Run 1, supply network:
The bar under the picture is 50 um long. Pins as bars on the die edge.
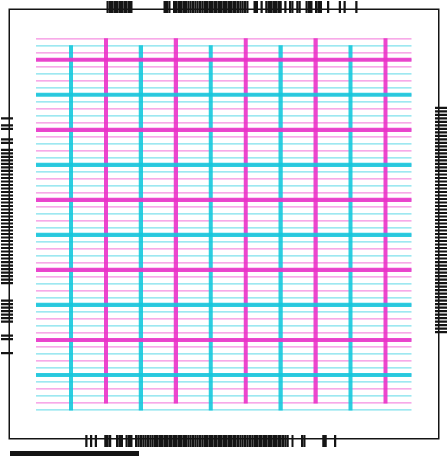
Run 1, cell classes on the final placement:
The bar under the picture is 50 um long.
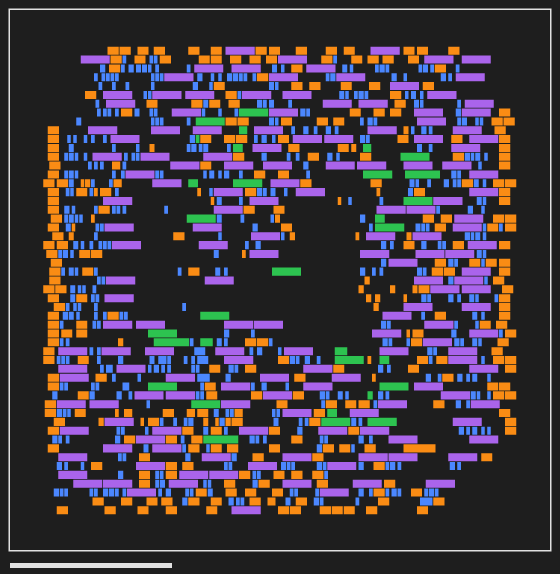
Run 1, clock wires, drivers and flops:
The bar under the picture is 50 um long.
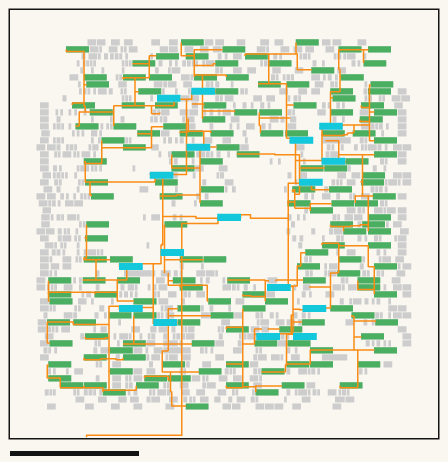
Run 1, routed metal, one color a layer:
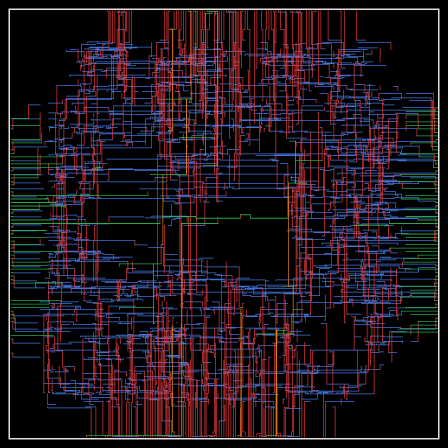
$ cat src/rtl/memory_port_arbiter.sv
// memory_port_arbiter: shares one single-ported memory between fetch and data requesters,
// one transaction in flight. Build macro MEMORY_ARBITER_FAIRNESS_EN bounds data grants while a fetch waits.
module memory_port_arbiter #(
  parameter int CORE            = 0,
  parameter int DATA_WIDTH      = 32,
  parameter int ADDRESS_BITS    = 20,
  parameter int MAX_DATA_GRANTS = 4
) (
  input  logic                    clock,
  input  logic                    reset,
  input  logic                    i_read,
  input  logic [ADDRESS_BITS-1:0] i_address,
  output logic                    i_ready,
  output logic                    i_valid,
  output logic [DATA_WIDTH-1:0]   i_data,
  output logic [ADDRESS_BITS-1:0] i_address_out,
  input  logic                    d_read,
  input  logic                    d_write,
  input  logic [ADDRESS_BITS-1:0] d_address,
  input  logic [DATA_WIDTH-1:0]   d_data_in,
  output logic                    d_ready,
  output logic                    d_valid,
  output logic [DATA_WIDTH-1:0]   d_data,
  output logic [ADDRESS_BITS-1:0] d_address_out,
  output logic                    mem_read,
  output logic                    mem_write,
  output logic [ADDRESS_BITS-1:0] mem_address,
  output logic [DATA_WIDTH-1:0]   mem_data_out,
  input  logic                    mem_ready,
  input  logic                    mem_valid,
  input  logic [DATA_WIDTH-1:0]   mem_data_in
);

  typedef enum logic [1:0] {IDLE, ISSUE, WAIT_I, WAIT_D} state_t;

  state_t                  state_q;
  logic                    req_fetch_q;
  logic                    mem_read_q, mem_write_q;
  logic [ADDRESS_BITS-1:0] mem_address_q;
  logic [DATA_WIDTH-1:0]   mem_data_out_q;
  logic                    i_valid_q, d_valid_q;
  logic [DATA_WIDTH-1:0]   i_data_q, d_data_q;
  logic [ADDRESS_BITS-1:0] i_address_out_q, d_address_out_q;

  logic d_req_d;
  logic accept_d;
  logic grant_fetch_d;
  logic unused_cfg;

  assign unused_cfg = ^{CORE[0], MAX_DATA_GRANTS[0]};

  // A simultaneous read and write from the data port is a write.
  assign d_req_d  = d_read | d_write;
  assign i_ready  = (state_q == IDLE) & mem_ready;
  assign d_ready  = (state_q == IDLE) & mem_ready;
  assign accept_d = (state_q == IDLE) & mem_ready & (i_read | d_req_d);

`ifdef MEMORY_ARBITER_FAIRNESS_EN
  logic [3:0] grant_cnt_q;

  // Fetch overrides data priority once the run of data grants reaches the limit.
  assign grant_fetch_d = i_read & (~d_req_d | (grant_cnt_q == 4'(MAX_DATA_GRANTS)));

  always_ff @(posedge clock or posedge reset) begin
    if (reset) begin
      grant_cnt_q <= '0;
    end else if (accept_d) begin
      if (grant_fetch_d || !i_read) begin
        grant_cnt_q <= '0;
      end else begin
        grant_cnt_q <= grant_cnt_q + 4'd1;
      end
    end
  end
`else
  assign grant_fetch_d = i_read & ~d_req_d;
`endif

  always_ff @(posedge clock or posedge reset) begin
    if (reset) begin
      state_q         <= IDLE;
      req_fetch_q     <= 1'b0;
      mem_read_q      <= 1'b0;
      mem_write_q     <= 1'b0;
      mem_address_q   <= '0;
      mem_data_out_q  <= '0;
      i_valid_q       <= 1'b0;
      d_valid_q       <= 1'b0;
      i_data_q        <= '0;
      d_data_q        <= '0;
      i_address_out_q <= '0;
      d_address_out_q <= '0;
    end else begin
      mem_read_q  <= 1'b0;
      mem_write_q <= 1'b0;
      i_valid_q   <= 1'b0;
      d_valid_q   <= 1'b0;
      case (state_q)
        IDLE: begin
          if (accept_d) begin
            state_q     <= ISSUE;
            req_fetch_q <= grant_fetch_d;
            if (grant_fetch_d) begin
              mem_address_q <= i_address;
              mem_read_q    <= 1'b1;
            end else begin
              mem_address_q  <= d_address;
              mem_data_out_q <= d_data_in;
              mem_write_q    <= d_write;
              mem_read_q     <= ~d_write;
            end
          end
        end
        ISSUE: begin
          if (mem_write_q) begin
            state_q <= IDLE;
          end else if (req_fetch_q) begin
            state_q <= WAIT_I;
          end else begin
            state_q <= WAIT_D;
          end
        end
        WAIT_I: begin
          if (mem_valid) begin
            i_data_q        <= mem_data_in;
            i_address_out_q <= mem_address_q;
            i_valid_q       <= 1'b1;
            state_q         <= IDLE;
          end
        end
        WAIT_D: begin
          if (mem_valid) begin
            d_data_q        <= mem_data_in;
            d_address_out_q <= mem_address_q;
            d_valid_q       <= 1'b1;
            state_q         <= IDLE;
          end
        end
      endcase
    end
  end

  assign mem_read      = mem_read_q;
  assign mem_write     = mem_write_q;
  assign mem_address   = mem_address_q;
  assign mem_data_out  = mem_data_out_q;
  assign i_valid       = i_valid_q;
  assign i_data        = i_data_q;
  assign i_address_out = i_address_out_q;
  assign d_valid       = d_valid_q;
  assign d_data        = d_data_q;
  assign d_address_out = d_address_out_q;

endmodule

$ cat config.mk
export PLATFORM = sky130hd
export DESIGN_NAME = memory_port_arbiter
export DESIGN_NICKNAME = d
export VERILOG_FILES = /design/src/rtl/memory_port_arbiter.sv
export SDC_FILE = /design/constraint.sdc
export NUM_CORES = 1
export LEC_CHECK = 0
export ABC_AREA = 1
export CAP_MARGIN = 25
export CORE_MARGIN = 10
export CORE_UTILIZATION = 30
export CTS_CLUSTER_SIZE = 14
export DETAILED_ROUTE_END_ITERATION = 16
export GPL_TIMING_DRIVEN = 0
export SYNTH_ARGS = -nofsm -noshare
export SYNTH_HDL_FRONTEND = slang
export SYNTH_SLANG_ARGS = --single-unit
$ cat constraint.sdc
create_clock -name clock -period 5.82 [get_ports clock]
set_input_delay 0.582 -clock clock [delete_from_list [all_inputs] [get_ports clock]]
set_output_delay 0.582 -clock clock [all_outputs]
set_load 0.02 [all_outputs]
==> impl_results.html, run 1 <==
<h2>Implementation results</h2>
<table>
<tr><th>Metric</th><th>Value</th></tr>
<tr><th colspan="2">Status</th></tr>
<tr><td>Outcome</td><td>finished clean</td></tr>
<tr><th colspan="2">Logic synthesis</th></tr>
<tr><td>Gate Count Post-Synth</td><td>712</td></tr>
<tr><td>Yosys stat area</td><td>roughly 0.0064 mm2</td></tr>
<tr><td>Compound-Gate Fraction of Synth Area</td><td>8.47%</td></tr>
<tr><td>Syn Nets</td><td>approximately 820</td></tr>
<tr><td>Multiplexer share of the synthesized area</td><td>0%</td></tr>
<tr><td>FA/HA/MAJ Cells, Area Fraction</td><td>0%</td></tr>
<tr><td>Leading cell types by total area after synthesis</td><td>sky130_fd_sc_hd__dfrtp_1, sky130_fd_sc_hd__nand2_1, sky130_fd_sc_hd__o21ai_0</td></tr>
<tr><td>EDFF count, synth</td><td>0</td></tr>
<tr><td>Area of the mapped netlist</td><td>between 0.006 and 0.007 mm2</td></tr>
<tr><td>Synth Warn #</td><td>0</td></tr>
<tr><td>Simple-gate area share of the yosys netlist</td><td>21.1%</td></tr>
<tr><td>Area fraction in xor and xnor cells</td><td>0%</td></tr>
<tr><td>Distinct cells, synth</td><td>17</td></tr>
<tr><td>Yosys top cell by instances</td><td>sky130_fd_sc_hd__nand2_1</td></tr>
<tr><td>Ys flop type</td><td>sky130_fd_sc_hd__dfrtp_1</td></tr>
<tr><td>Number of cell instances after yosys synthesis</td><td>around 700</td></tr>
<tr><td>Leading post-synthesis cells by instance count</td><td>sky130_fd_sc_hd__nand2_1, sky130_fd_sc_hd__dfrtp_1, sky130_fd_sc_hd__o21ai_0</td></tr>
<tr><td>Synth async-reset ratio</td><td>100%</td></tr>
<tr><th colspan="2">GRT</th></tr>
<tr><td>Layer with the highest usage</td><td>met2</td></tr>
<tr><td>Number of antenna violations at the first check in global routing</td><td>0</td></tr>
<tr><td>Global route total overflow</td><td>0</td></tr>
<tr><td>Global-route met2 utilization</td><td>25.8%</td></tr>
<tr><td>Met1 usage in global routing</td><td>19.2%</td></tr>
<tr><td>Via count of the first global-routing pass</td><td>5902</td></tr>
<tr><td>Maximum number of pins on one net before global-route repair</td><td>96</td></tr>
<tr><td>Global routing met3 resource utilization</td><td>under 10%</td></tr>
<tr><th colspan="2">Setup path</th></tr>
<tr><td>Critical Path End Type</td><td>primary output</td></tr>
<tr><td>Slowest cell on crit path</td><td>sky130_fd_sc_hd__clkdlybuf4s50_1</td></tr>
<tr><td>FF-to-FF Start</td><td>state_q[0]</td></tr>
<tr><td>Buffers and inverters on the worst path</td><td>5</td></tr>
<tr><td>Worst endpoint required time</td><td>about 5.2 ns</td></tr>
<tr><td>Largest stage delay on the critical path</td><td>roughly 0.6 ns</td></tr>
<tr><td>CP max FO</td><td>11</td></tr>
<tr><td>R2r endpoint</td><td>i_data[28]</td></tr>
<tr><td>Kind of cell adding the most delay to the critical path</td><td>buffers and inverters</td></tr>
<tr><td>Setup crit start</td><td>mem_ready</td></tr>
<tr><td>Endpoint of the worst setup timing path</td><td>i_ready</td></tr>
<tr><td>R2r worst-path depth</td><td>6</td></tr>
<tr><td>Sort of element at the start of the critical path</td><td>input port</td></tr>
<tr><td>Most frequent cell on the critical path</td><td>sky130_fd_sc_hd__clkdlybuf4s50_1</td></tr>
<tr><td>Levels on crit path</td><td>6</td></tr>
<tr><td>Register-to-register setup slack</td><td>4.30 ns</td></tr>
<tr><td>Class of the most critical setup path</td><td>in2out</td></tr>
<tr><td>Chain of cells forming the critical path</td><td>clkdlybuf4s50_1 &gt; inv_1 &gt; nor2_4 &gt; buf_2 &gt; buf_4 &gt; clkdlybuf4s50_1</td></tr>
<tr><th colspan="2">Drt</th></tr>
<tr><td>Post-route DRC</td><td>0</td></tr>
<tr><td>Met3 WL post-DR</td><td>between 1000 and 1500 um</td></tr>
<tr><td>Top metal layer carrying routed signals</td><td>met4</td></tr>
<tr><td>Iteration tally of the first detailed-router pass</td><td>4</td></tr>
<tr><td>Drt first-iter violations</td><td>303</td></tr>
<tr><td>Via density per instance</td><td>4.38</td></tr>
<tr><td>Routed wl met2</td><td>10600 um</td></tr>
<tr><th colspan="2">Layout</th></tr>
<tr><td>Invs w/o clock</td><td>about 63</td></tr>
<tr><td>Total number of sequential cells</td><td>around 160</td></tr>
<tr><td>Number of fill cells</td><td>around 2000</td></tr>
<tr><td>Logic area</td><td>between 0.0015 and 0.002 mm2</td></tr>
<tr><td>Top Layout Cells</td><td>sky130_fd_sc_hd__nand2_1, sky130_fd_sc_hd__clkdlybuf4s50_1, sky130_fd_sc_hd__dfrtp_1</td></tr>
<tr><td>Signal buf overhead</td><td>around 29%</td></tr>
<tr><td>Logic share of the area</td><td>between 10% and 20%</td></tr>
<tr><td>Fin cells</td><td>1291</td></tr>
<tr><td>Util after Layout</td><td>between 40% and 50%</td></tr>
<tr><td>Ratio of cells with drive above 1 in the final layout</td><td>under 10%</td></tr>
<tr><td>Multi-input logic cell count</td><td>444</td></tr>
<tr><td>Fin area</td><td>slightly above 0.01 mm2</td></tr>
<tr><td>Clock buffers and inverters, area share</td><td>5.98%</td></tr>
<tr><td>Largest cell class by area</td><td>registers</td></tr>
<tr><td>Antenna diode instance count</td><td>0</td></tr>
<tr><td>Bufs w/o clock</td><td>315</td></tr>
<tr><td>NumNets Final</td><td>between 1000 and 1500</td></tr>
<tr><td>Register area</td><td>roughly 0.0041 mm2</td></tr>
<tr><td>Area added between synthesis and finish</td><td>57.8%</td></tr>
<tr><td>Clk_buf instances</td><td>18</td></tr>
<tr><th colspan="2">STA</th></tr>
<tr><td>Setup repair after global routing missed its margin</td><td>no</td></tr>
<tr><td>Post-route fraction of the period consumed by the critical path</td><td>~50%</td></tr>
<tr><td>Peak Freq</td><td>342 MHz</td></tr>
<tr><td>Min setup slack post-route</td><td>between 2 and 3 ns</td></tr>
<tr><td>Final hold slack</td><td>0.471 ns</td></tr>
<tr><td>Worst slew margin relative to its limit</td><td>65.9%</td></tr>
<tr><td>Final tally of hold violations</td><td>0</td></tr>
<tr><td>Min Tclk post-route</td><td>2.93 ns</td></tr>
<tr><td>Worst-margin pin slew</td><td>roughly 0.51 ns</td></tr>
<tr><td>Number of endpoints failing setup at the final stage</td><td>0</td></tr>
<tr><th colspan="2">Placement</th></tr>
<tr><td>Placed cell area</td><td>between 0.009 and 0.01 mm2</td></tr>
<tr><td>Post-placement cell count</td><td>1260</td></tr>
<tr><td>Half-perimeter wire length of the detailed placement result</td><td>between 15000 and 20000 um</td></tr>
<tr><td>Quantity of I/O buffers inserted on ports</td><td>between 200 and 300</td></tr>
<tr><td>Setup Slack @ Placement</td><td>about 2.9 ns</td></tr>
<tr><td>Last weighted congestion value of the routability-driven placer</td><td>between 0.7 and 0.8</td></tr>
<tr><th colspan="2">Worst hold path</th></tr>
<tr><td>Min-delay worst type</td><td>reg2reg</td></tr>
<tr><td>Startpoint of the worst hold path</td><td>mem_data_out[31]</td></tr>
<tr><td>Endpoint with the worst hold slack</td><td>mem_data_out[31]</td></tr>
<tr><th colspan="2">Power</th></tr>
<tr><td>Areal power density over the cells</td><td>between 500 and 600 mW/mm2</td></tr>
<tr><td>Internal Dissipation</td><td>about 0.0035 W</td></tr>
<tr><td>Total net switching power</td><td>around 0.0022 W</td></tr>
<tr><td>P_leak</td><td>approximately 4.8 nW</td></tr>
<tr><td>Part of the total power dissipated in combinational logic</td><td>45.6%</td></tr>
<tr><td>Combinational gate power</td><td>0.00261 W</td></tr>
<tr><td>PnR Total Power</td><td>around 0.0057 W</td></tr>
<tr><td>Maximum vdd drop</td><td>between 200 and 250 uV</td></tr>
<tr><td>Share of power burned in registers</td><td>34.0%</td></tr>
<tr><th colspan="2">Clock network</th></tr>
<tr><td>Buffer count from post-CTS setup fixing</td><td>0</td></tr>
<tr><td>Clock buffer depth</td><td>2</td></tr>
<tr><td>Clock buffers created by TritonCTS</td><td>17</td></tr>
<tr><td>Hold buffers post-CTS</td><td>0</td></tr>
<tr><td>CTS Root Cell</td><td>sky130_fd_sc_hd__clkbuf_16</td></tr>
<tr><td>Clock slew at reported path FFs</td><td>0.07 ns</td></tr>
<tr><td>Number of levels the H-tree was split into</td><td>4</td></tr>
<tr><td>Number of gates resized after CTS</td><td>0</td></tr>
<tr><td>TritonCTS clock tree</td><td>built</td></tr>
<tr><th colspan="2">Die</th></tr>
<tr><td>Initial cell density of the core</td><td>roughly 31%</td></tr>
<tr><td>Core footprint</td><td>between 0.02 and 0.025 mm2</td></tr>
<tr><td>Rows</td><td>between 50 and 60</td></tr>
<tr><td># IOs</td><td>273</td></tr>
<tr><td>DIE WIDTH</td><td>about 170 um</td></tr>
<tr><td># Taps</td><td>275</td></tr>
<tr><td>Vertical die dimension</td><td>between 150 and 200 um</td></tr>
<tr><td>Die area</td><td>0.0276 mm2</td></tr>
<tr><th colspan="2">Job</th></tr>
<tr><td>Number of warnings in the stage logs</td><td>26</td></tr>
<tr><td>Count of max-cap constraint violations</td><td>0</td></tr>
</table>
Back to the opening pictures, 'supply network':
| net | color |
|---|---|
| VSS | cyan |
| VDD | magenta |
met4 straps: 10
met1 rails: 54
rows: 53

Back to the opening pictures, 'cell classes on the final placement':
| class | color | cells | share of their area |
|---|---|---|---|
| flops | purple | 163 | 42% |
| all other logic | blue | 507 | 22% |
| clock drivers and dummy loads | green | 31 | 6.2% |
| other buffers and delay cells | orange | 315 | 30% |

Back to the opening pictures, 'clock wires, drivers and flops':
[flip-flops] green | count: 163
[cells driving clock nets] cyan | count: 17
[clock wires] orange | length: 2140 um
routed clock nets: 18
flops lie: spread over the die
Worst Clk Skew: 0.00796 ns
share of total power in the clock network: 20.4%
clock network power: 0.00117 W
later-pin clock latency in the skew report: 0.43 ns

Back to the opening pictures, 'routed metal, one color a layer':
| layer | color | wire length |
|---|---|---|
| met3 | green | 1280 um |
| met4 | orange | 602 um |
| met1 | blue | 9700 um |
| met2 | red | 10600 um |
total number of vias: 5651
average wire per standard cell: 17.1 um
Total Routing Usage GR: 15.8%
wirelength, routed: 22100 um

## Run 2: what changed since run 1
==> constraint.sdc (replaced) <==
create_clock -name clock -period 2.9 [get_ports clock]
set_input_delay 0.29 -clock clock [delete_from_list [all_inputs] [get_ports clock]]
set_output_delay 0.29 -clock clock [all_outputs]
set_load 0.02 [all_outputs]
Run 2, cell classes on the final placement:
The bar under the picture is 50 um long.
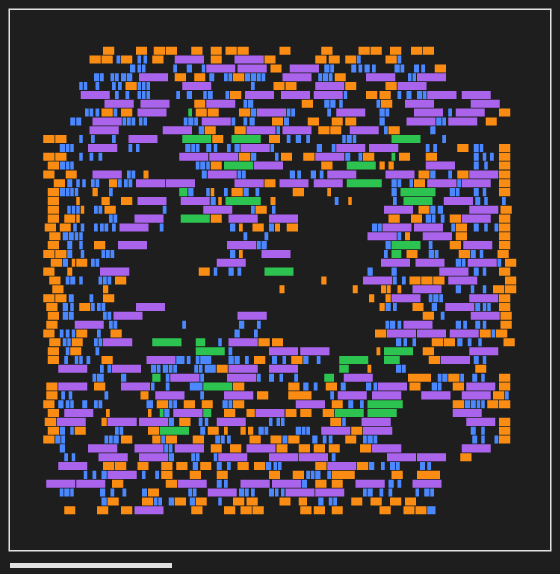
| class | color | cells | share of their area |
|---|---|---|---|
| flops | purple | 163 | 41% |
| clock drivers and dummy loads | green | 32 | 6.4% |
| all other logic | blue | 507 | 22% |
| other buffers and delay cells | orange | 318 | 31% |

Run 2, routing congestion:
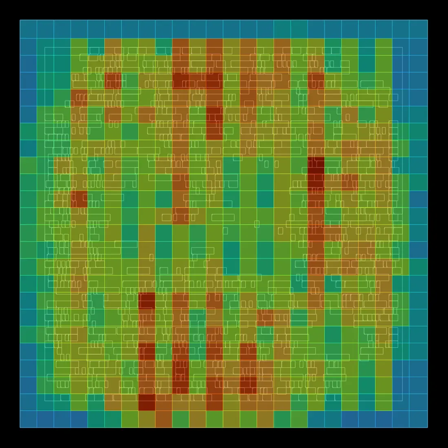
met1 usage in global routing: 19.4%
layer with the highest usage: met2
global routing met3 resource utilization: 4.35%

Run 2, clock wires, drivers and flops:
The bar under the picture is 50 um long.
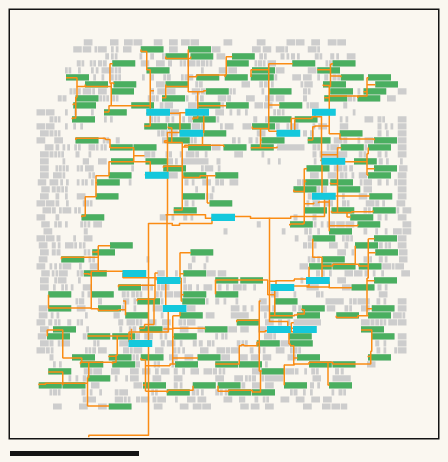
[clock wires] orange | length: 2120 um
[flip-flops] green | count: 163
[cells driving clock nets] cyan | count: 17
flops lie: spread over the die

==> impl_results.html, run 2 <==
<h2>Implementation results</h2>
<table>
<tr><th>Metric</th><th>Value</th></tr>
<tr><th colspan="2">Logic synthesis</th></tr>
<tr><td>Multiplexer share of the synthesized area</td><td>0% (unchanged)</td></tr>
<tr><td>Area of the mapped netlist</td><td>0.00641 mm2 (unchanged)</td></tr>
<tr><td>Simple-gate area share of the yosys netlist</td><td>21.1% (unchanged)</td></tr>
<tr><td>Yosys stat area</td><td>0.00641 mm2 (unchanged)</td></tr>
<tr><td>Syn Nets</td><td>823 (unchanged)</td></tr>
<tr><td>Yosys top cell by instances</td><td>sky130_fd_sc_hd__nand2_1</td></tr>
<tr><td>Synth Warn #</td><td>0 (unchanged)</td></tr>
<tr><td>Ys flop type</td><td>sky130_fd_sc_hd__dfrtp_1</td></tr>
<tr><td>Area fraction in xor and xnor cells</td><td>0% (unchanged)</td></tr>
<tr><td>Synth async-reset ratio</td><td>100% (unchanged)</td></tr>
<tr><td>FA/HA/MAJ Cells, Area Fraction</td><td>0% (unchanged)</td></tr>
<tr><td>Gate Count Post-Synth</td><td>712 (unchanged)</td></tr>
<tr><td>Leading post-synthesis cells by instance count</td><td>sky130_fd_sc_hd__nand2_1, sky130_fd_sc_hd__dfrtp_1, sky130_fd_sc_hd__o21ai_0</td></tr>
<tr><td>Compound-Gate Fraction of Synth Area</td><td>8.47% (unchanged)</td></tr>
<tr><th colspan="2">Setup path</th></tr>
<tr><td>Levels on crit path</td><td>6 (unchanged)</td></tr>
<tr><td>Chain of cells forming the critical path</td><td>inv_2 &gt; nand2_1 &gt; nor2_4 &gt; buf_2 &gt; buf_4 &gt; clkdlybuf4s50_1</td></tr>
<tr><td>Sort of element at the start of the critical path</td><td>register</td></tr>
<tr><td>Endpoint of the worst setup timing path</td><td>i_ready</td></tr>
<tr><td>Slowest cell on crit path</td><td>sky130_fd_sc_hd__clkdlybuf4s50_1</td></tr>
<tr><td>Kind of cell adding the most delay to the critical path</td><td>buffers and inverters</td></tr>
<tr><td>Critical Path End Type</td><td>primary output</td></tr>
<tr><td>Register-to-register setup slack</td><td>1.39 ns (-2.91 ns)</td></tr>
<tr><td>Worst endpoint required time</td><td>2.61 ns (-2.63 ns)</td></tr>
<tr><td>R2r worst-path depth</td><td>5 (-1)</td></tr>
<tr><td>CP max FO</td><td>11 (unchanged)</td></tr>
<tr><td>Buffers and inverters on the worst path</td><td>4 (-1)</td></tr>
<tr><td>Setup crit start</td><td>state_q[1]</td></tr>
<tr><td>FF-to-FF Start</td><td>state_q[1]</td></tr>
<tr><td>R2r endpoint</td><td>d_data[26]</td></tr>
<tr><th colspan="2">Power</th></tr>
<tr><td>Maximum vdd drop</td><td>400 uV (+81%)</td></tr>
<tr><td>Areal power density over the cells</td><td>1140 mW/mm2 (+100%)</td></tr>
<tr><td>Internal Dissipation</td><td>0.00710 W (+100%)</td></tr>
<tr><td>PnR Total Power</td><td>0.0116 W (+100%)</td></tr>
<tr><td>P_leak</td><td>4.87 nW (+0.45%)</td></tr>
<tr><td>Combinational gate power</td><td>0.00527 W (+100%)</td></tr>
<tr><td>Total net switching power</td><td>0.00447 W (+100%)</td></tr>
<tr><td>Share of total power in the clock network</td><td>20.7% (+0.3 points)</td></tr>
<tr><th colspan="2">Layout</th></tr>
<tr><td>Fin cells</td><td>1295 (+0.31%)</td></tr>
<tr><td>Fin area</td><td>0.0102 mm2 (+0.70%)</td></tr>
<tr><td>Register area</td><td>0.00408 mm2 (unchanged)</td></tr>
<tr><td>Logic area</td><td>0.00189 mm2 (unchanged)</td></tr>
<tr><td>Antenna diode instance count</td><td>0 (unchanged)</td></tr>
<tr><td>Util after Layout</td><td>48.5% (+0.34 points)</td></tr>
<tr><td>Invs w/o clock</td><td>63 (unchanged)</td></tr>
<tr><td>Logic share of the area</td><td>18.6% (-0.13 points)</td></tr>
<tr><td>Clk_buf instances</td><td>21 (+3)</td></tr>
<tr><td>Area added between synthesis and finish</td><td>58.9%</td></tr>
<tr><td>Signal buf overhead</td><td>29.5% (+0.31 points)</td></tr>
<tr><td>Bufs w/o clock</td><td>318 (+0.95%)</td></tr>
<tr><td>Total number of sequential cells</td><td>163 (unchanged)</td></tr>
<tr><td>Number of fill cells</td><td>2059 (+0.34%)</td></tr>
<tr><td>Multi-input logic cell count</td><td>444 (unchanged)</td></tr>
<tr><td>Largest cell class by area</td><td>registers</td></tr>
<tr><td>NumNets Final</td><td>1118 (+0.27%)</td></tr>
<tr><th colspan="2">Drt</th></tr>
<tr><td>Wirelength, routed</td><td>22500 um (+1.4%)</td></tr>
<tr><td>Total number of vias</td><td>5702 (+0.90%)</td></tr>
<tr><td>Via density per instance</td><td>4.40 (+0.59%)</td></tr>
<tr><td>Post-route DRC</td><td>0 (unchanged)</td></tr>
<tr><td>Average wire per standard cell</td><td>17.3 um (+1.1%)</td></tr>
<tr><td>Iteration tally of the first detailed-router pass</td><td>4 (unchanged)</td></tr>
<tr><td>Routed wl met2</td><td>11100 um (+5.5%)</td></tr>
<tr><td>Drt first-iter violations</td><td>323 (+6.6%)</td></tr>
<tr><th colspan="2">Clock network</th></tr>
<tr><td>Clock slew at reported path FFs</td><td>0.06 ns (about the same)</td></tr>
<tr><td>Hold buffers post-CTS</td><td>0 (unchanged)</td></tr>
<tr><td>Buffer count from post-CTS setup fixing</td><td>0 (unchanged)</td></tr>
<tr><td>TritonCTS clock tree</td><td>built</td></tr>
<tr><td>Later-pin clock latency in the skew report</td><td>0.42 ns (about the same)</td></tr>
<tr><td>Clock buffers created by TritonCTS</td><td>17 (unchanged)</td></tr>
<tr><td>Number of gates resized after CTS</td><td>0 (unchanged)</td></tr>
<tr><td>Number of levels the H-tree was split into</td><td>4 (unchanged)</td></tr>
<tr><td>Clock buffer depth</td><td>2 (unchanged)</td></tr>
<tr><th colspan="2">Status</th></tr>
<tr><td>Outcome</td><td>finished clean</td></tr>
<tr><th colspan="2">STA</th></tr>
<tr><td>Worst-margin pin slew</td><td>0.700 ns (+0.189 ns)</td></tr>
<tr><td>Worst Clk Skew</td><td>0.00803 ns (+0.0000720 ns)</td></tr>
<tr><td>Final hold slack</td><td>0.327 ns (-0.144 ns)</td></tr>
<tr><td>Min Tclk post-route</td><td>~2.5 ns</td></tr>
<tr><td>Setup repair after global routing missed its margin</td><td>no</td></tr>
<tr><td>Min setup slack post-route</td><td>0.370 ns (-2.52 ns)</td></tr>
<tr><td>Number of endpoints failing setup at the final stage</td><td>0 (unchanged)</td></tr>
<tr><td>Post-route fraction of the period consumed by the critical path</td><td>roughly 87%</td></tr>
<tr><td>Worst slew margin relative to its limit</td><td>53.2% (-13 points)</td></tr>
<tr><td>Final tally of hold violations</td><td>0 (unchanged)</td></tr>
<tr><th colspan="2">GRT</th></tr>
<tr><td>Via count of the first global-routing pass</td><td>5928 (+0.44%)</td></tr>
<tr><td>Total Routing Usage GR</td><td>16.0% (+0.21 points)</td></tr>
<tr><td>Global-route met2 utilization</td><td>26.9% (+1.1 points)</td></tr>
<tr><td>Maximum number of pins on one net before global-route repair</td><td>42 (-56%)</td></tr>
<tr><td>Number of antenna violations at the first check in global routing</td><td>0 (unchanged)</td></tr>
<tr><td>Global route total overflow</td><td>0 (unchanged)</td></tr>
<tr><th colspan="2">Die</th></tr>
<tr><td>Initial cell density of the core</td><td>30.5% (unchanged)</td></tr>
<tr><td>Rows</td><td>53 (unchanged)</td></tr>
<tr><td>Vertical die dimension</td><td>166 um (unchanged)</td></tr>
<tr><td>Core footprint</td><td>0.0210 mm2 (unchanged)</td></tr>
<tr><td># IOs</td><td>273 (unchanged)</td></tr>
<tr><td>DIE WIDTH</td><td>166 um (unchanged)</td></tr>
<tr><th colspan="2">Worst hold path</th></tr>
<tr><td>Min-delay worst type</td><td>in2async</td></tr>
<tr><th colspan="2">Placement</th></tr>
<tr><td>Half-perimeter wire length of the detailed placement result</td><td>17400 um (+5.3%)</td></tr>
<tr><td>Setup Slack @ Placement</td><td>0.580 ns (-2.32 ns)</td></tr>
<tr><td>Placed cell area</td><td>0.00956 mm2 (+0.51%)</td></tr>
<tr><td>Quantity of I/O buffers inserted on ports</td><td>272 (unchanged)</td></tr>
<tr><td>Post-placement cell count</td><td>1263 (+0.24%)</td></tr>
<tr><th colspan="2">Job</th></tr>
<tr><td>Number of warnings in the stage logs</td><td>26 (unchanged)</td></tr>
</table>
## Run 3: what changed since run 2
==> constraint.sdc (replaced) <==
create_clock -name clock -period 2.4 [get_ports clock]
set_input_delay 0.24 -clock clock [delete_from_list [all_inputs] [get_ports clock]]
set_output_delay 0.24 -clock clock [all_outputs]
set_load 0.02 [all_outputs]
==> impl_results.html, run 3 <==
<h2>Implementation results</h2>
<table>
<tr><th>Metric</th><th>Value</th></tr>
<tr><th colspan="2">Status</th></tr>
<tr><td>Outcome</td><td>finished clean</td></tr>
<tr><th colspan="2">Power</th></tr>
<tr><td>Switching power as a share of total power</td><td>38.6%</td></tr>
<tr><td>P_leak</td><td>4.87 nW (+0.11%)</td></tr>
<tr><td>Top power group</td><td>combinational cells</td></tr>
<tr><td>PnR Total Power</td><td>0.0140 W (+21%)</td></tr>
<tr><td>Clock network power</td><td>between 0.002 and 0.003 W</td></tr>
<tr><td>Total net switching power</td><td>0.00541 W (+21%)</td></tr>
<tr><td>Seq power</td><td>~0.0047 W</td></tr>
<tr><td>Maximum vdd drop</td><td>482 uV (+20%)</td></tr>
<tr><td>Share of total power in the clock network</td><td>20.7% (about the same)</td></tr>
<tr><td>Areal power density over the cells</td><td>1370 mW/mm2 (+21%)</td></tr>
<tr><td>Combinational gate power</td><td>0.00639 W (+21%)</td></tr>
<tr><td>Internal Dissipation</td><td>0.00859 W (+21%)</td></tr>
<tr><td>Part of the total power dissipated in combinational logic</td><td>45.6%</td></tr>
<tr><td>Share of power burned in registers</td><td>33.7%</td></tr>
<tr><th colspan="2">Logic synthesis</th></tr>
<tr><td>Yosys stat area</td><td>0.00641 mm2 (unchanged)</td></tr>
<tr><td>Synth logic family</td><td>simple AND/OR/NAND/NOR gates</td></tr>
<tr><td>Synth Warn #</td><td>0 (unchanged)</td></tr>
<tr><td>Yosys top cell by instances</td><td>sky130_fd_sc_hd__nand2_1</td></tr>
<tr><td>Synthesized area divided by synthesized cell count</td><td>about 9 um2</td></tr>
<tr><td>Cell accounting for the most synthesized area</td><td>sky130_fd_sc_hd__dfrtp_1</td></tr>
<tr><td>Compound-Gate Fraction of Synth Area</td><td>8.47% (unchanged)</td></tr>
<tr><td>Area of the mapped netlist</td><td>0.00641 mm2 (unchanged)</td></tr>
<tr><td>Leading cell types by total area after synthesis</td><td>sky130_fd_sc_hd__dfrtp_1, sky130_fd_sc_hd__nand2_1, sky130_fd_sc_hd__o21ai_0</td></tr>
<tr><td>Multiplexer share of the synthesized area</td><td>0% (unchanged)</td></tr>
<tr><td>Number of cell instances after yosys synthesis</td><td>about 710</td></tr>
<tr><td>Simple-gate area share of the yosys netlist</td><td>21.1% (unchanged)</td></tr>
<tr><td>Gate Count Post-Synth</td><td>712 (unchanged)</td></tr>
<tr><td>Leading post-synthesis cells by instance count</td><td>sky130_fd_sc_hd__nand2_1, sky130_fd_sc_hd__dfrtp_1, sky130_fd_sc_hd__o21ai_0</td></tr>
<tr><td>Area fraction in xor and xnor cells</td><td>0% (unchanged)</td></tr>
<tr><td>Ys flop type</td><td>sky130_fd_sc_hd__dfrtp_1</td></tr>
<tr><td>Post-synthesis sequential element count</td><td>about 160</td></tr>
<tr><td>EDFF count, synth</td><td>0</td></tr>
<tr><td>Distinct cells, synth</td><td>17</td></tr>
<tr><td>Synth async-reset ratio</td><td>100% (unchanged)</td></tr>
<tr><td>Post-synthesis sequential area ratio</td><td>between 60 and 70%</td></tr>
<tr><td>Syn Nets</td><td>823 (unchanged)</td></tr>
<tr><td>FA/HA/MAJ Cells, Area Fraction</td><td>0% (unchanged)</td></tr>
<tr><th colspan="2">Placement</th></tr>
<tr><td>Placed cell area</td><td>0.00956 mm2 (unchanged)</td></tr>
<tr><td>Last weighted congestion value of the routability-driven placer</td><td>0.776</td></tr>
<tr><td>Quantity of I/O buffers inserted on ports</td><td>272 (unchanged)</td></tr>
<tr><td>Setup Slack @ Placement</td><td>0.180 ns (-0.400 ns)</td></tr>
<tr><td>Post-placement cell count</td><td>1263 (unchanged)</td></tr>
<tr><td>Half-perimeter wire length of the detailed placement result</td><td>17400 um (unchanged)</td></tr>
<tr><th colspan="2">Die</th></tr>
<tr><td>Die area</td><td>0.0276 mm2</td></tr>
<tr><td>Vertical die dimension</td><td>166 um (unchanged)</td></tr>
<tr><td>Core footprint</td><td>0.0210 mm2 (unchanged)</td></tr>
<tr><td>DIE WIDTH</td><td>166 um (unchanged)</td></tr>
<tr><td>Initial cell density of the core</td><td>30.5% (unchanged)</td></tr>
<tr><td># IOs</td><td>273 (unchanged)</td></tr>
<tr><td>Rows</td><td>53 (unchanged)</td></tr>
<tr><th colspan="2">STA</th></tr>
<tr><td>Worst slew margin relative to its limit</td><td>53.2% (about the same)</td></tr>
<tr><td>Setup repair after global routing missed its margin</td><td>no</td></tr>
<tr><td>Worst-margin pin slew</td><td>0.700 ns (-0.0000727 ns)</td></tr>
<tr><td>Post-route fraction of the period consumed by the critical path</td><td>a little over nine tenths</td></tr>
<tr><td>Peak Freq</td><td>roughly 440 MHz</td></tr>
<tr><td>Final tally of hold violations</td><td>0 (unchanged)</td></tr>
<tr><td>Worst Clk Skew</td><td>0.00780 ns (-0.000236 ns)</td></tr>
<tr><td>Min setup slack post-route</td><td>0.115 ns (-0.255 ns)</td></tr>
<tr><td>Setup TNS</td><td>0 ns</td></tr>
<tr><td>Final hold slack</td><td>0.278 ns (-0.0488 ns)</td></tr>
<tr><td>Number of endpoints failing setup at the final stage</td><td>0 (unchanged)</td></tr>
<tr><td>Final number of max-transition violations</td><td>0</td></tr>
<tr><td>Min Tclk post-route</td><td>between 2 and 2.5 ns</td></tr>
<tr><th colspan="2">Setup path</th></tr>
<tr><td>CP max FO</td><td>11 (unchanged)</td></tr>
<tr><td>Chain of cells forming the critical path</td><td>inv_2 &gt; nand2_1 &gt; nor2_4 &gt; buf_4 &gt; buf_4 &gt; clkdlybuf4s50_1</td></tr>
<tr><td>Levels on crit path</td><td>6 (unchanged)</td></tr>
<tr><td>Critical path arrival</td><td>approximately 2.1 ns</td></tr>
<tr><td>Buffers and inverters on the worst path</td><td>4 (unchanged)</td></tr>
<tr><td>Register-to-register setup slack</td><td>0.90 ns (-0.49 ns)</td></tr>
<tr><td>R2r worst-path depth</td><td>6 (+1)</td></tr>
<tr><td>Class of the most critical setup path</td><td>reg2out</td></tr>
<tr><td>Sort of element at the start of the critical path</td><td>register</td></tr>
<tr><td>Slowest cell on crit path</td><td>sky130_fd_sc_hd__clkdlybuf4s50_1</td></tr>
<tr><td>Largest stage delay on the critical path</td><td>0.59 ns</td></tr>
<tr><td>Kind of cell adding the most delay to the critical path</td><td>buffers and inverters</td></tr>
<tr><td>FF-to-FF Start</td><td>state_q[0]</td></tr>
<tr><td>Endpoint of the worst setup timing path</td><td>i_ready</td></tr>
<tr><td>R2r endpoint</td><td>i_data[4]</td></tr>
<tr><td>Worst endpoint required time</td><td>2.16 ns (-0.45 ns)</td></tr>
<tr><td>Setup crit start</td><td>state_q[0]</td></tr>
<tr><td>Most frequent cell on the critical path</td><td>sky130_fd_sc_hd__buf_4</td></tr>
<tr><td>Critical Path End Type</td><td>primary output</td></tr>
<tr><th colspan="2">Layout</th></tr>
<tr><td>Total number of sequential cells</td><td>163 (unchanged)</td></tr>
<tr><td>Fin area</td><td>0.0102 mm2 (about the same)</td></tr>
<tr><td>Fin cells</td><td>1296 (+0.077%)</td></tr>
<tr><td>Logic share of the area</td><td>18.6% (about the same)</td></tr>
<tr><td>Clock buffers and inverters, area share</td><td>6.16%</td></tr>
<tr><td>Top Layout Cells</td><td>sky130_fd_sc_hd__nand2_1, sky130_fd_sc_hd__clkdlybuf4s50_1, sky130_fd_sc_hd__dfrtp_1</td></tr>
<tr><td>Util after Layout</td><td>48.5% (about the same)</td></tr>
<tr><td>Register area</td><td>0.00408 mm2 (unchanged)</td></tr>
<tr><td>Ratio of cells with drive above 1 in the final layout</td><td>6.66%</td></tr>
<tr><td>Invs w/o clock</td><td>63 (unchanged)</td></tr>
<tr><td>Signal buf overhead</td><td>29.6% (+0.069 points)</td></tr>
<tr><td>Clk_buf instances</td><td>21 (unchanged)</td></tr>
<tr><td>Bufs w/o clock</td><td>319 (+0.31%)</td></tr>
<tr><td>Logic area</td><td>0.00189 mm2 (unchanged)</td></tr>
<tr><td>Antenna diode instance count</td><td>0 (unchanged)</td></tr>
<tr><td>Multi-input logic cell count</td><td>444 (unchanged)</td></tr>
<tr><td>Area added between synthesis and finish</td><td>59.1% (about the same)</td></tr>
<tr><td>Number of fill cells</td><td>2056 (-0.15%)</td></tr>
<tr><td>Largest cell class by area</td><td>registers</td></tr>
<tr><td>NumNets Final</td><td>1119 (+0.089%)</td></tr>
<tr><th colspan="2">Drt</th></tr>
<tr><td>Antenna-violating nets left</td><td>0</td></tr>
<tr><td>Drt first-iter violations</td><td>308 (-4.6%)</td></tr>
<tr><td>Average wire per standard cell</td><td>17.3 um (about the same)</td></tr>
<tr><td>Iteration tally of the first detailed-router pass</td><td>4 (unchanged)</td></tr>
<tr><td>Wirelength, routed</td><td>22500 um (about the same)</td></tr>
<tr><td>Routed wl met2</td><td>11200 um (+0.21%)</td></tr>
<tr><td>Via density per instance</td><td>4.42 (+0.38%)</td></tr>
<tr><td>Top metal layer carrying routed signals</td><td>met4</td></tr>
<tr><td>Post-route DRC</td><td>0 (unchanged)</td></tr>
<tr><td>Total number of vias</td><td>5728 (+0.46%)</td></tr>
<tr><th colspan="2">Clock network</th></tr>
<tr><td>Buffer count from post-CTS setup fixing</td><td>1 (+1)</td></tr>
<tr><td>Later-pin clock latency in the skew report</td><td>0.42 ns (about the same)</td></tr>
<tr><td>Clock sink count</td><td>163</td></tr>
<tr><td>Clock buffers created by TritonCTS</td><td>17 (unchanged)</td></tr>
<tr><td>Clock buffer depth</td><td>2 (unchanged)</td></tr>
<tr><td>CTS Root Cell</td><td>sky130_fd_sc_hd__clkbuf_16</td></tr>
<tr><td>Number of gates resized after CTS</td><td>1 (+1)</td></tr>
<tr><td>Hold buffers post-CTS</td><td>0 (unchanged)</td></tr>
<tr><td>TritonCTS clock tree</td><td>built</td></tr>
<tr><td>Number of levels the H-tree was split into</td><td>4 (unchanged)</td></tr>
<tr><td>Clock slew at reported path FFs</td><td>0.06 ns (about the same)</td></tr>
<tr><th colspan="2">GRT</th></tr>
<tr><td>Maximum number of pins on one net before global-route repair</td><td>42 (unchanged)</td></tr>
<tr><td>Layer with the highest usage</td><td>met2</td></tr>
<tr><td>Global route total overflow</td><td>0 (unchanged)</td></tr>
<tr><td>Wire length of the first global-routing pass</td><td>about 35000 um</td></tr>
<tr><td>Number of antenna violations at the first check in global routing</td><td>0 (unchanged)</td></tr>
<tr><td>Via count of the first global-routing pass</td><td>5935 (+0.12%)</td></tr>
<tr><td>Global routing met3 resource utilization</td><td>4.35% (unchanged)</td></tr>
<tr><th colspan="2">Job</th></tr>
<tr><td>Number of warnings in the stage logs</td><td>26 (unchanged)</td></tr>
<tr><th colspan="2">Worst hold path</th></tr>
<tr><td>Min-delay worst type</td><td>in2async</td></tr>
</table>
Run 3, supply network:
The bar under the picture is 50 um long. Pins as bars on the die edge.
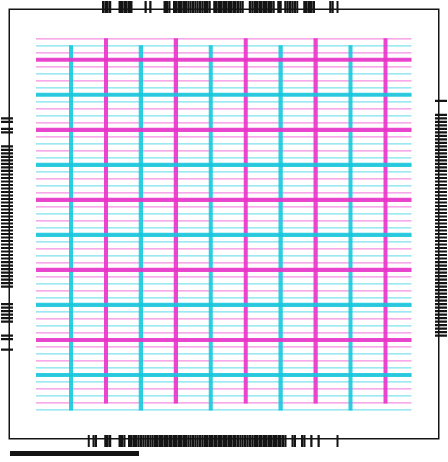
| net | color |
|---|---|
| VDD | magenta |
| VSS | cyan |
rows: 53
signal pins: 273
met5 straps: 10
met4 straps: 10
met1 rails: 54

Run 3, routing congestion:
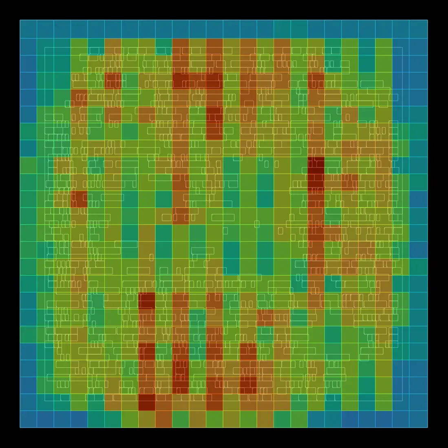
global-route met2 utilization: 26.9%
met1 usage in global routing: 19.5%
Total Routing Usage GR: 16.0%

Run 3, routed metal, one color a layer:
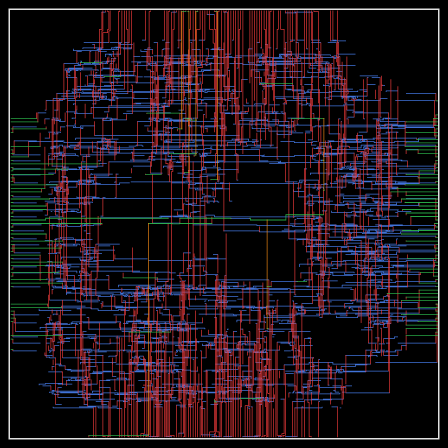
| layer | color | wire length |
|---|---|---|
| met2 | red | 11200 um |
| met1 | blue | 9710 um |
| met4 | orange | 382 um |
| met3 | green | 1210 um |

Power figures rest on the tool's default switching activity, not on a simulated workload.
